**src/rtl/alu_result_queue.sv**
```systemverilog
`default_nettype none
// ============================================================================
// Module   : alu_result_queue
// Purpose  : Completion-side buffer behind the ALU. Holds finished results
//            with their rename tags in a small FIFO, requests common data bus
//            lanes, and drives up to two results per cycle on granted lanes.
// Ports    : clk, reset_n (async active-low), flush (sync discard)
//            in_valid/in_ready/in_result/in_tag : ALU completion side
//            bus_req[1:0], bus_grant[1:0]       : CDB arbiter handshake
//            cdb_valid/cdb_result/cdb_tag       : two CDB lanes
//            count, full                        : occupancy status
// Revision : 1.0  initial release
// ============================================================================
module alu_result_queue #(
    parameter int XLEN      = 32,
    parameter int TAG_WIDTH = 6,
    parameter int DEPTH     = 4
) (
    input  logic                       clk,
    input  logic                       reset_n,
    input  logic                       flush,
    input  logic                       in_valid,
    output logic                       in_ready,
    input  logic [XLEN-1:0]            in_result,
    input  logic [TAG_WIDTH-1:0]       in_tag,
    output logic [1:0]                 bus_req,
    input  logic [1:0]                 bus_grant,
    output logic [1:0]                 cdb_valid,
    output logic [2*XLEN-1:0]          cdb_result,
    output logic [2*TAG_WIDTH-1:0]     cdb_tag,
    output logic [$clog2(DEPTH):0]     count,
    output logic                       full
);

    localparam int c_PTR_W = $clog2(DEPTH);
    localparam int c_CNT_W = c_PTR_W + 1;

    logic [XLEN-1:0]      r_mem_result [DEPTH];
    logic [TAG_WIDTH-1:0] r_mem_tag    [DEPTH];
    logic [c_PTR_W-1:0]   r_rd_ptr;
    logic [c_PTR_W-1:0]   r_wr_ptr;
    logic [c_CNT_W-1:0]   r_count;

    logic                 w_has_one;
    logic                 w_has_two;
    logic                 w_push;
    logic [1:0]           w_pop_cnt;
    logic [c_PTR_W-1:0]   w_lane_idx   [2];
    logic [1:0]           w_lane_avail;

    assign w_has_one = (r_count >= c_CNT_W'(1));
    assign w_has_two = (r_count >= c_CNT_W'(2));

    // No pop bypass: a full queue refuses input even when a pop happens.
    assign in_ready = (r_count < c_CNT_W'(DEPTH));
    assign full     = (r_count == c_CNT_W'(DEPTH));
    assign count    = r_count;
    assign bus_req  = {w_has_two, w_has_one};

    // Flush wins over push; the offered result is simply dropped.
    assign w_push = in_valid && in_ready && !flush;

    // Lane 0 always takes the head when granted. Lane 1 takes the head when
    // it is the only granted lane, otherwise the entry behind the head.
    always_comb begin
        w_lane_idx[0]   = r_rd_ptr;
        w_lane_avail[0] = w_has_one;
        if (bus_grant[0]) begin
            w_lane_idx[1]   = r_rd_ptr + c_PTR_W'(1);
            w_lane_avail[1] = w_has_two;
        end else begin
            w_lane_idx[1]   = r_rd_ptr;
            w_lane_avail[1] = w_has_one;
        end
    end

    generate
        for (genvar i = 0; i < 2; i++) begin : g_lane
            assign cdb_valid[i] = bus_grant[i] && w_lane_avail[i] && !flush;
            assign cdb_result[i*XLEN +: XLEN] =
                cdb_valid[i] ? r_mem_result[w_lane_idx[i]] : '0;
            assign cdb_tag[i*TAG_WIDTH +: TAG_WIDTH] =
                cdb_valid[i] ? r_mem_tag[w_lane_idx[i]] : '0;
        end
    endgenerate

    assign w_pop_cnt = {1'b0, cdb_valid[0]} + {1'b0, cdb_valid[1]};

    // Pointer/occupancy state. Pointers wrap naturally because DEPTH is a
    // power of two; a pop of 2 truncated to a 1-bit pointer still wraps right.
    always_ff @(posedge clk or negedge reset_n) begin
        if (!reset_n) begin
            r_rd_ptr <= '0;
            r_wr_ptr <= '0;
            r_count  <= '0;
        end else if (flush) begin
            r_rd_ptr <= '0;
            r_wr_ptr <= '0;
            r_count  <= '0;
        end else begin
            if (w_push) begin
                r_wr_ptr <= r_wr_ptr + c_PTR_W'(1);
            end
            r_rd_ptr <= r_rd_ptr + c_PTR_W'(w_pop_cnt);
            r_count  <= r_count + c_CNT_W'(w_push) - c_CNT_W'(w_pop_cnt);
        end
    end

    // Storage needs no reset; entries are only read once counted valid.
    always_ff @(posedge clk) begin
        if (w_push) begin
            r_mem_result[r_wr_ptr] <= in_result;
            r_mem_tag[r_wr_ptr]    <= in_tag;
        end
    end

endmodule
`default_nettype wire

```
**config.mk**
```make
export PLATFORM = sky130hd
export DESIGN_NAME = alu_result_queue
export DESIGN_NICKNAME = d
export VERILOG_FILES = /design/src/rtl/alu_result_queue.sv
export SDC_FILE = /design/constraint.sdc
export NUM_CORES = 1
export LEC_CHECK = 0
export ABC_AREA = 1
export CORE_MARGIN = 1
export CORE_UTILIZATION = 50
export CTS_BUF_LIST = sky130_fd_sc_hd__clkbuf_4
export DETAILED_ROUTE_END_ITERATION = 8
export PLACE_DENSITY = 0.81
export SETUP_SLACK_MARGIN = 0.2
export SYNTH_ARGS = -nofsm -noshare
export SYNTH_HDL_FRONTEND = slang
export SYNTH_SLANG_ARGS = --single-unit
```
**constraint.sdc**
```tcl
create_clock -name clk -period 8.6 [get_ports clk]
set_input_delay 1.29 -clock clk [delete_from_list [all_inputs] [get_ports clk]]
set_output_delay 1.29 -clock clk [all_outputs]
set_load 0.01 [all_outputs]
```
layer_met1.png
Cells faint in the background.
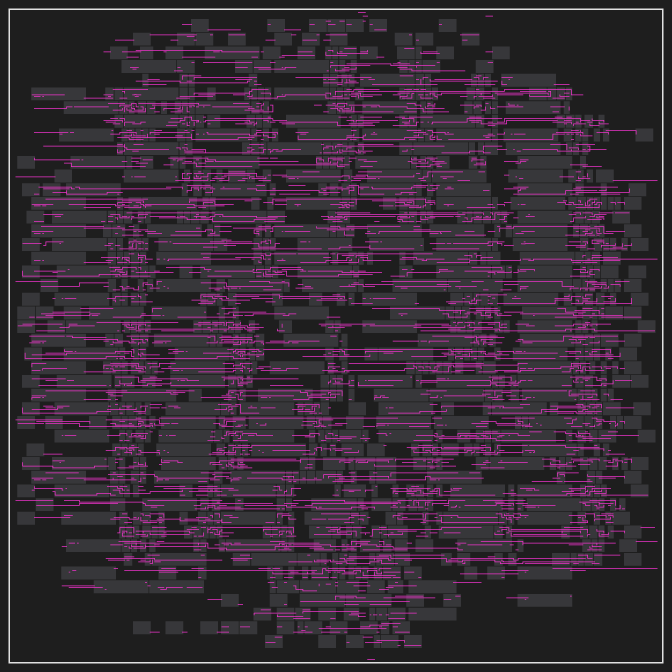
main direction: horizontal
longest straight run: 47.4 um
wire length on this layer: 7970 um

layer_met2.png
The bar under the picture is 50 um long.
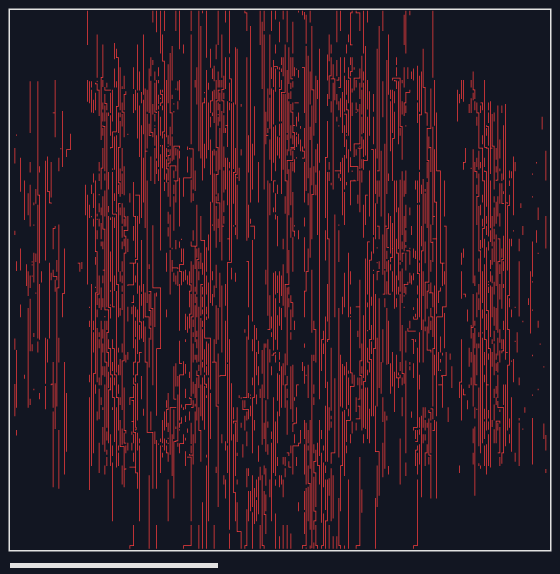
nets with wire on the layer: 812
main direction: vertical

layer_met3.png
The bar under the picture is 50 um long.
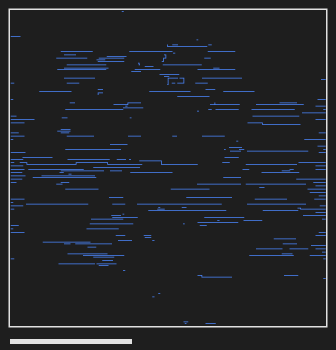
main direction: horizontal
longest straight run: 34.5 um
share of all routed wire: 8.2%

==> impl_metrics.toml <==
# synthesis and place-and-route metrics
[power_and_ir_drop]
p_leak_nw = 3.66
clockPowerShare_pct = 20.0
p_int_mw = 1.48
p_clk_uw = 475
seq_power_share_pct = 39.4
swShare_pct = 37.7

[synthesis]
ys_seq_share_pct = 58.3
synth.area.top_cells = "edfxtp_1 (56%), nor2_1 (11%), nand3_1 (7.3%)"
ys_ff = 159
syn_avg_cell_area_sq_um = 9.05
synth_area_sq_mm = 0.00814
synth_warnings = 0
yosys_cells = 899
synth-xor-area-share_pct = 0.215
synth_adder_area_share_pct = 1.63
ys_types = 27
syn_inst = 899

[clock_tree]
postCtsHoldBufs = 0
cts_root_buf = "clkbuf_4"
htree_num_levels = 4

[sta]
tns_ps = 0
hold_viol_final = 0
setup_viol = 0

[grt]
grt.busiest_layer = "met2"
antenna_found_initial = 1

[placement]
dp_hpwl_um = 11700
place_inst = 1183

[setup_path]
r2r_slack_ps = 5190
max_stage_delay_ps = 770

[die]
fp_util_pct = 51.2
num_io_pins = 129
core_sq_mm = 0.0159

[worst_hold_path]
min_path_type = "register to register"

[status]
status = "finished clean"

[final_layout]
nMultiInputCombCells = 652
regMostFlops = "r_mem_result"
comb_area_sq_mm = 0.00296
final_core_util_pct = 61.0
seq_share_pct = 48.9
final_cells = 1215

[drt]
routed.top_layer = "met4"

[job]
tool_warnings = 29
layer_met4.png
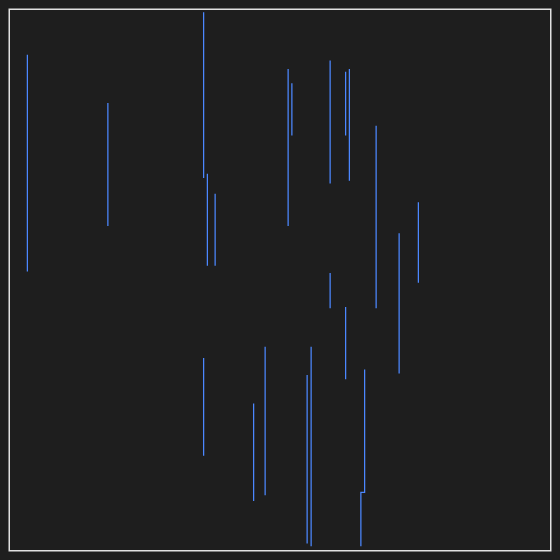
longest straight run: 51.7 um
wire length on this layer: 613 um
nets with wire on the layer: 16
share of all routed wire: 2.9%

clocks.png
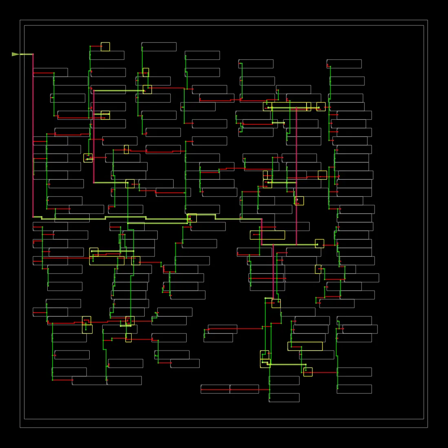
clk ins delay skew pair: 550 ps
# clock sinks: 159
skew final: 11.1 ps
Num CTS Buffers: 17
FFs & Latches: 159

## Yosys cell counts
| cell type | n |
|---|---|
| inv_1 | 15 |
| a21boi_0 | 9 |
| dfrtp_1 | 7 |
| clkinv_1 | 1 |
| edfxtp_1 | 152 |
| ha_1 | 9 |
| inv_4 | 1 |
| inv_2 | 4 |
| nor2_2 | 1 |
| buf_6 | 9 |
| nor3_1 | 1 |
| clkbuf_1 | 15 |
| nand3_1 | 119 |
| nand2_1 | 150 |
| fa_1 | 1 |
| nor2_1 | 236 |
| a21oi_1 | 40 |
| nand2_2 | 3 |
| or2_4 | 1 |
| buf_2 | 28 |
| nand2_4 | 1 |
| xnor2_1 | 1 |
| o21ai_1 | 1 |
| buf_4 | 14 |
| xor2_1 | 1 |
| o21ai_0 | 78 |
| buf_1 | 1 |
